### config.mk
export PLATFORM = sky130hd
export DESIGN_NAME = wb_write_queue
export DESIGN_NICKNAME = d
export VERILOG_FILES = /design/src/rtl/wb_write_queue.sv
export SDC_FILE = /design/constraint.sdc
export NUM_CORES = 1
export LEC_CHECK = 0
export CELL_PAD_IN_SITES_DETAIL_PLACEMENT = 0
export CELL_PAD_IN_SITES_GLOBAL_PLACEMENT = 1
export CORE_MARGIN = 8
export CORE_UTILIZATION = 35
export CTS_CLUSTER_SIZE = 20
export DETAILED_ROUTE_END_ITERATION = 7
export GPL_ROUTABILITY_DRIVEN = 0
export PLACE_DENSITY_LB_ADDON = 0.15
export SLEW_MARGIN = 10
export SYNTH_ARGS = -nofsm -noshare
export SYNTH_HDL_FRONTEND = slang
export SYNTH_SLANG_ARGS = --single-unit
### constraint.sdc
create_clock -name clk -period 14.9 [get_ports clk]
set_input_delay 2.98 -clock clk [delete_from_list [all_inputs] [get_ports clk]]
set_output_delay 2.98 -clock clk [all_outputs]
set_load 0.03 [all_outputs]
### src/rtl/wb_write_queue.sv
// Writeback write queue: buffers ALU and load results in order and drains
// one register-file write per cycle, with forwarding of pending writes.
module wb_write_queue #(
    parameter int DEPTH = 4,
    parameter int AW    = 5,
    parameter int DW    = 32
) (
    input  logic                   clk,
    input  logic                   reset,
    input  logic                   mem_valid,
    output logic                   mem_ready,
    input  logic [AW-1:0]          mem_addr,
    input  logic [DW-1:0]          mem_data,
    input  logic                   alu_valid,
    output logic                   alu_ready,
    input  logic [AW-1:0]          alu_addr,
    input  logic [DW-1:0]          alu_data,
    output logic [AW-1:0]          addwr,
    output logic [DW-1:0]          datawr,
    output logic                   write_enable,
    input  logic [AW-1:0]          add1,
    input  logic [AW-1:0]          add2,
    output logic                   fwd_hit1,
    output logic [DW-1:0]          fwd_data1,
    output logic                   fwd_hit2,
    output logic [DW-1:0]          fwd_data2,
    output logic [$clog2(DEPTH):0] count,
    output logic                   empty,
    output logic                   full
);

    localparam int PW = $clog2(DEPTH);
    localparam int CW = PW + 1;
    localparam logic [CW-1:0] DEPTH_C  = CW'(DEPTH);
    localparam logic [CW-1:0] ROOM2_C  = CW'(DEPTH - 2);

    typedef struct packed {
        logic [AW-1:0] addr;
        logic [DW-1:0] data;
    } wq_entry_t;

    wq_entry_t       q [DEPTH];
    logic [PW-1:0]   rd_ptr;
    logic [PW-1:0]   wr_ptr;
    logic [PW-1:0]   alu_slot;
    logic            mem_fire;
    logic            alu_fire;
    logic            mem_push;
    logic            alu_push;
    logic            pop;
    logic [1:0]      npush;
    logic [DW:0]     look1;
    logic [DW:0]     look2;

    // Ready depends only on the current count; a same-cycle pop frees nothing.
    assign mem_ready = (count < DEPTH_C);
    assign alu_ready = (count <= ROOM2_C) || (!mem_valid && (count < DEPTH_C));

    assign mem_fire = mem_valid && mem_ready && !reset;
    assign alu_fire = alu_valid && alu_ready && !reset;
    assign mem_push = mem_fire && (mem_addr != '0);
    assign alu_push = alu_fire && (alu_addr != '0);
    assign pop      = (count != '0);
    assign npush    = {1'b0, mem_push} + {1'b0, alu_push};
    assign alu_slot = wr_ptr + PW'(mem_push);

    assign empty = (count == '0);
    assign full  = (count == DEPTH_C);

    always_ff @(posedge clk) begin
        if (mem_push) begin
            q[wr_ptr] <= '{addr: mem_addr, data: mem_data};
        end
        if (alu_push) begin
            q[alu_slot] <= '{addr: alu_addr, data: alu_data};
        end
    end

    always_ff @(posedge clk) begin
        if (reset) begin
            count        <= '0;
            rd_ptr       <= '0;
            wr_ptr       <= '0;
            write_enable <= 1'b0;
            addwr        <= '0;
            datawr       <= '0;
        end else begin
            count  <= count + CW'(npush) - CW'(pop);
            wr_ptr <= wr_ptr + PW'(npush);
            if (pop) begin
                rd_ptr       <= rd_ptr + PW'(1);
                addwr        <= q[rd_ptr].addr;
                datawr       <= q[rd_ptr].data;
                write_enable <= 1'b1;
            end else begin
                write_enable <= 1'b0;
            end
        end
    end

    // Oldest to newest, so the youngest match overrides; output register first.
    function automatic logic [DW:0] lookup(input logic [AW-1:0] a);
        logic          hit;
        logic [DW-1:0] d;
        logic [PW-1:0] idx;
        hit = 1'b0;
        d   = '0;
        idx = '0;
        if (write_enable && (addwr == a)) begin
            hit = 1'b1;
            d   = datawr;
        end
        for (int i = 0; i < DEPTH; i++) begin
            idx = rd_ptr + PW'(i);
            if ((CW'(i) < count) && (q[idx].addr == a)) begin
                hit = 1'b1;
                d   = q[idx].data;
            end
        end
        if (a == '0) begin
            hit = 1'b0;
            d   = '0;
        end
        return {hit, d};
    endfunction

    always_comb begin
        look1 = lookup(add1);
        look2 = lookup(add2);
    end

    assign fwd_hit1  = look1[DW];
    assign fwd_data1 = look1[DW-1:0];
    assign fwd_hit2  = look2[DW];
    assign fwd_data2 = look2[DW-1:0];

endmodule
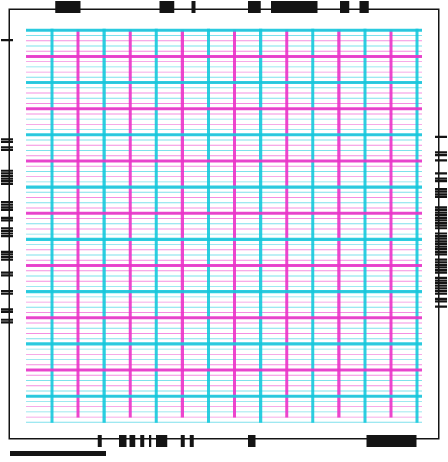
Fig. 1. Supply network.
Scale bar: 50 µm. Pins as bars on the die edge.
VSS -> cyan
VDD -> magenta
met1 rails = 76
signal pins = 199
met4 straps = 15
met5 straps = 15

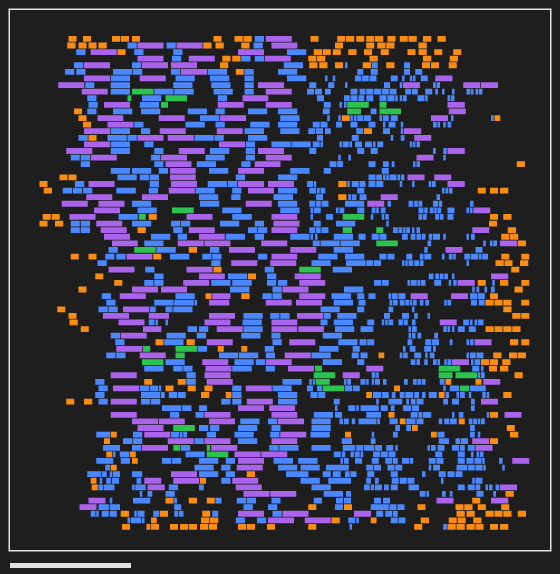
Fig. 2. Placed cells, one colour a class.
Scale bar: 50 µm.
clock drivers and dummy loads -> green  # cells 32, share of their area 3.4%
combinational and other logic -> blue  # cells 904, share of their area 52%
other buffers and delay cells -> orange  # cells 226, share of their area 13%
flops -> purple  # cells 195, share of their area 31%

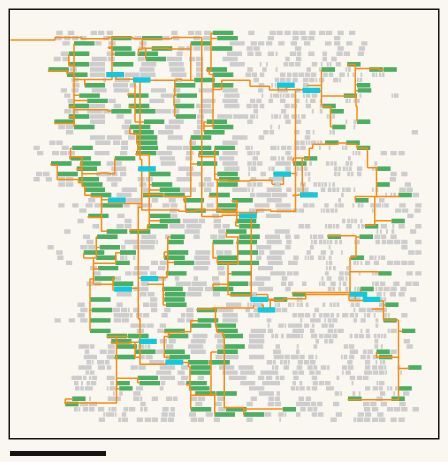
Fig. 3. Clock distribution.
Scale bar: 50 µm.
flip-flops -> green  # count 195
clock wires -> orange  # length 2760 µm
clock drivers -> cyan  # count 17
flops lie = widely spread
routed clock nets = 18
maximum clock skew at final layout: 0.0143 ns
clk pwr: 0.000468 W
clock network latency to the later pin of the worst-skew pair: 0.47 ns

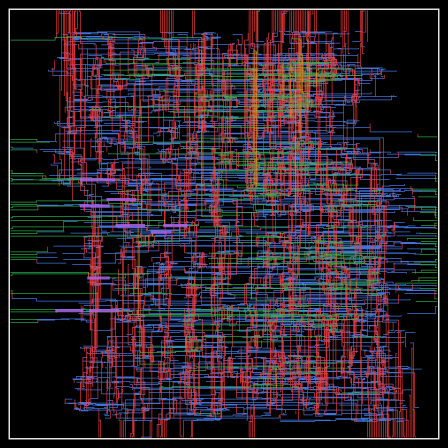
Fig. 4. Metal layers overlaid.
metal 1 -> blue  # wire length 25.9 mm
metal 4 -> orange  # wire length 843 µm
metal 2 -> red  # wire length 22.9 mm
metal 3 -> green  # wire length 6470 µm
metal 5 -> purple  # wire length 115 µm

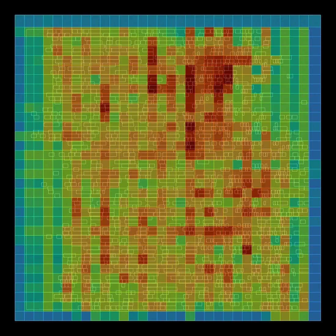
Fig. 5. Routing congestion map.
met1 track utilization from global routing: 33.2%
total routing usage reported by global routing: 22.0%
final core occ: 42.5%

[registers in the layout (all words and copies together), names as in the netlist, named ones only]
register and flops:
q 148, datawr 32, addwr 5, count 3
rd_ptr 2, wr_ptr 2, write_enable 1
[layout make-up]
class                      instances  area, µm²  share of cell area, %
multi-input combinational        895       8980                   50.3
sequential                       195       5400                   30.2
timing repair buffer             226       2190                   12.2
tap                              539        674                   3.78
clock buffer                      17        425                   2.38
clock inverter                    15        154                  0.862
inverter                           9       33.8                  0.189
antenna                            2       5.00                 0.0280
[metrics by stage]
stage	util [%]	hold WS (ns)	area [µm²]	setup WS (ns)
finish	42.5	0.497	17900	5.19
global route	42.5	0.522	17800	4.98
CTS	42.5	0.500	17800	5.15
detailed placement	41.1	0.488	17300	5.16
global placement	41.1	0.482	17300	5.20
floorplan	-	0.600	15000	6.64
[worst paths after layout]
check        cells after the start  startpoint  slack [ns]             to
max                              8     add1[1]        5.19  fwd_data1[12]
min                              2  datawr[25]        0.50     datawr[25]
max reg2reg                     12    count[1]       11.64       count[2]
min reg2reg                      2  datawr[25]        0.50     datawr[25]
[worst max-delay path, stage by stage]
cell	delay, ns
clkdlybuf4s50_1	0.75
xnor2_1	0.16
and2_1	0.57
nand2_1	0.17
a21oi_2	0.66
a221oi_1	0.21
o31ai_1	0.46
clkdlybuf4s50_1	0.76
[cells in the final DEF (no fill, tap or decap), types with 20 or more instances in the layout]
cell / instances
clkdlybuf4s50_1: 197
mux2_2: 154
edfxtp_1: 148
mux4_2: 139
nand2_1: 96
nor2_1: 64
a21oi_1: 57
o31ai_1: 46
a221oi_1: 46
a32oi_1: 46
dfxtp_1: 43
xnor2_1: 37
buf_4: 28
xor2_1: 20
[power by group]
group          internal (W)  switching, W  leakage (nW)
logic              0.000783       0.00109          3.52
clock network      0.000225      0.000243         0.287
registers          0.000708      0.000193          1.74
total               0.00172       0.00153          5.55
[metal layers]
metal	vias to the layer above	routed length, µm	GRT usage, %
met5	-	115	0
met4	18	843	4.93
li1	5235	-	-
met2	630	22900	29.7
met1	6066	25900	33.2
met3	72	6470	7.57
[kinds of logic (layout without fill, tap and decap cells)]
kind of cell | count (synthesis) | count (layout)
buffers and inverters | 133 | 267
AND-OR/OR-AND | 274 | 274
AND/OR/NAND/NOR | 251 | 251
other | 0 | 2
multiplexers | 306 | 306
XOR/XNOR | 57 | 57
adder cells (fa/ha/maj) | 7 | 7
flip-flops | 195 | 195
==> run summary <==
Implementation results

The flow ran to the end, and the final reports show no timing, DRC or antenna violations. The share of async-settable or async-resettable flops after synthesis is 0%. The tally of max-capacitance violations is 0. The setup path with the least slack is of type primary input to output pin.

The required time reported for the critical path endpoint is between 10 and 15 ns. OpenROAD reports that the post-layout worst path occupies 65.2% of the period. Dividing the detail-routed wire length by the instance count gives 29.6 µm. The report shows a maximum critical-path fanout of 17. The initial antenna violation count is 12.

The setup TNS is 0 ns. The fill cell instance count of the final layout is 3852. The number of violations reported at the end of detailed-routing iteration 0 is 1726. The largest net degree at the start of global routing is ~68. After synthesis, flip-flops and latches occupy a little over a third of the total area. The report lists the number of cells resized after CTS as 0. Per the CTS log, the buffer count on the longest clock path is 2. Summed over all instances, the cell type with the most area after synthesis is edfxtp_1.

The net count after synthesis is 1318. The number of global-route vias before repair was ~11000. The TritonCTS buffer count is 17.

The total area inside the core boundary comes to ~42000 µm². Pin placement for this block handled 199 I/O pins.
No activity file was given, so power comes from the tool's default toggle rates.
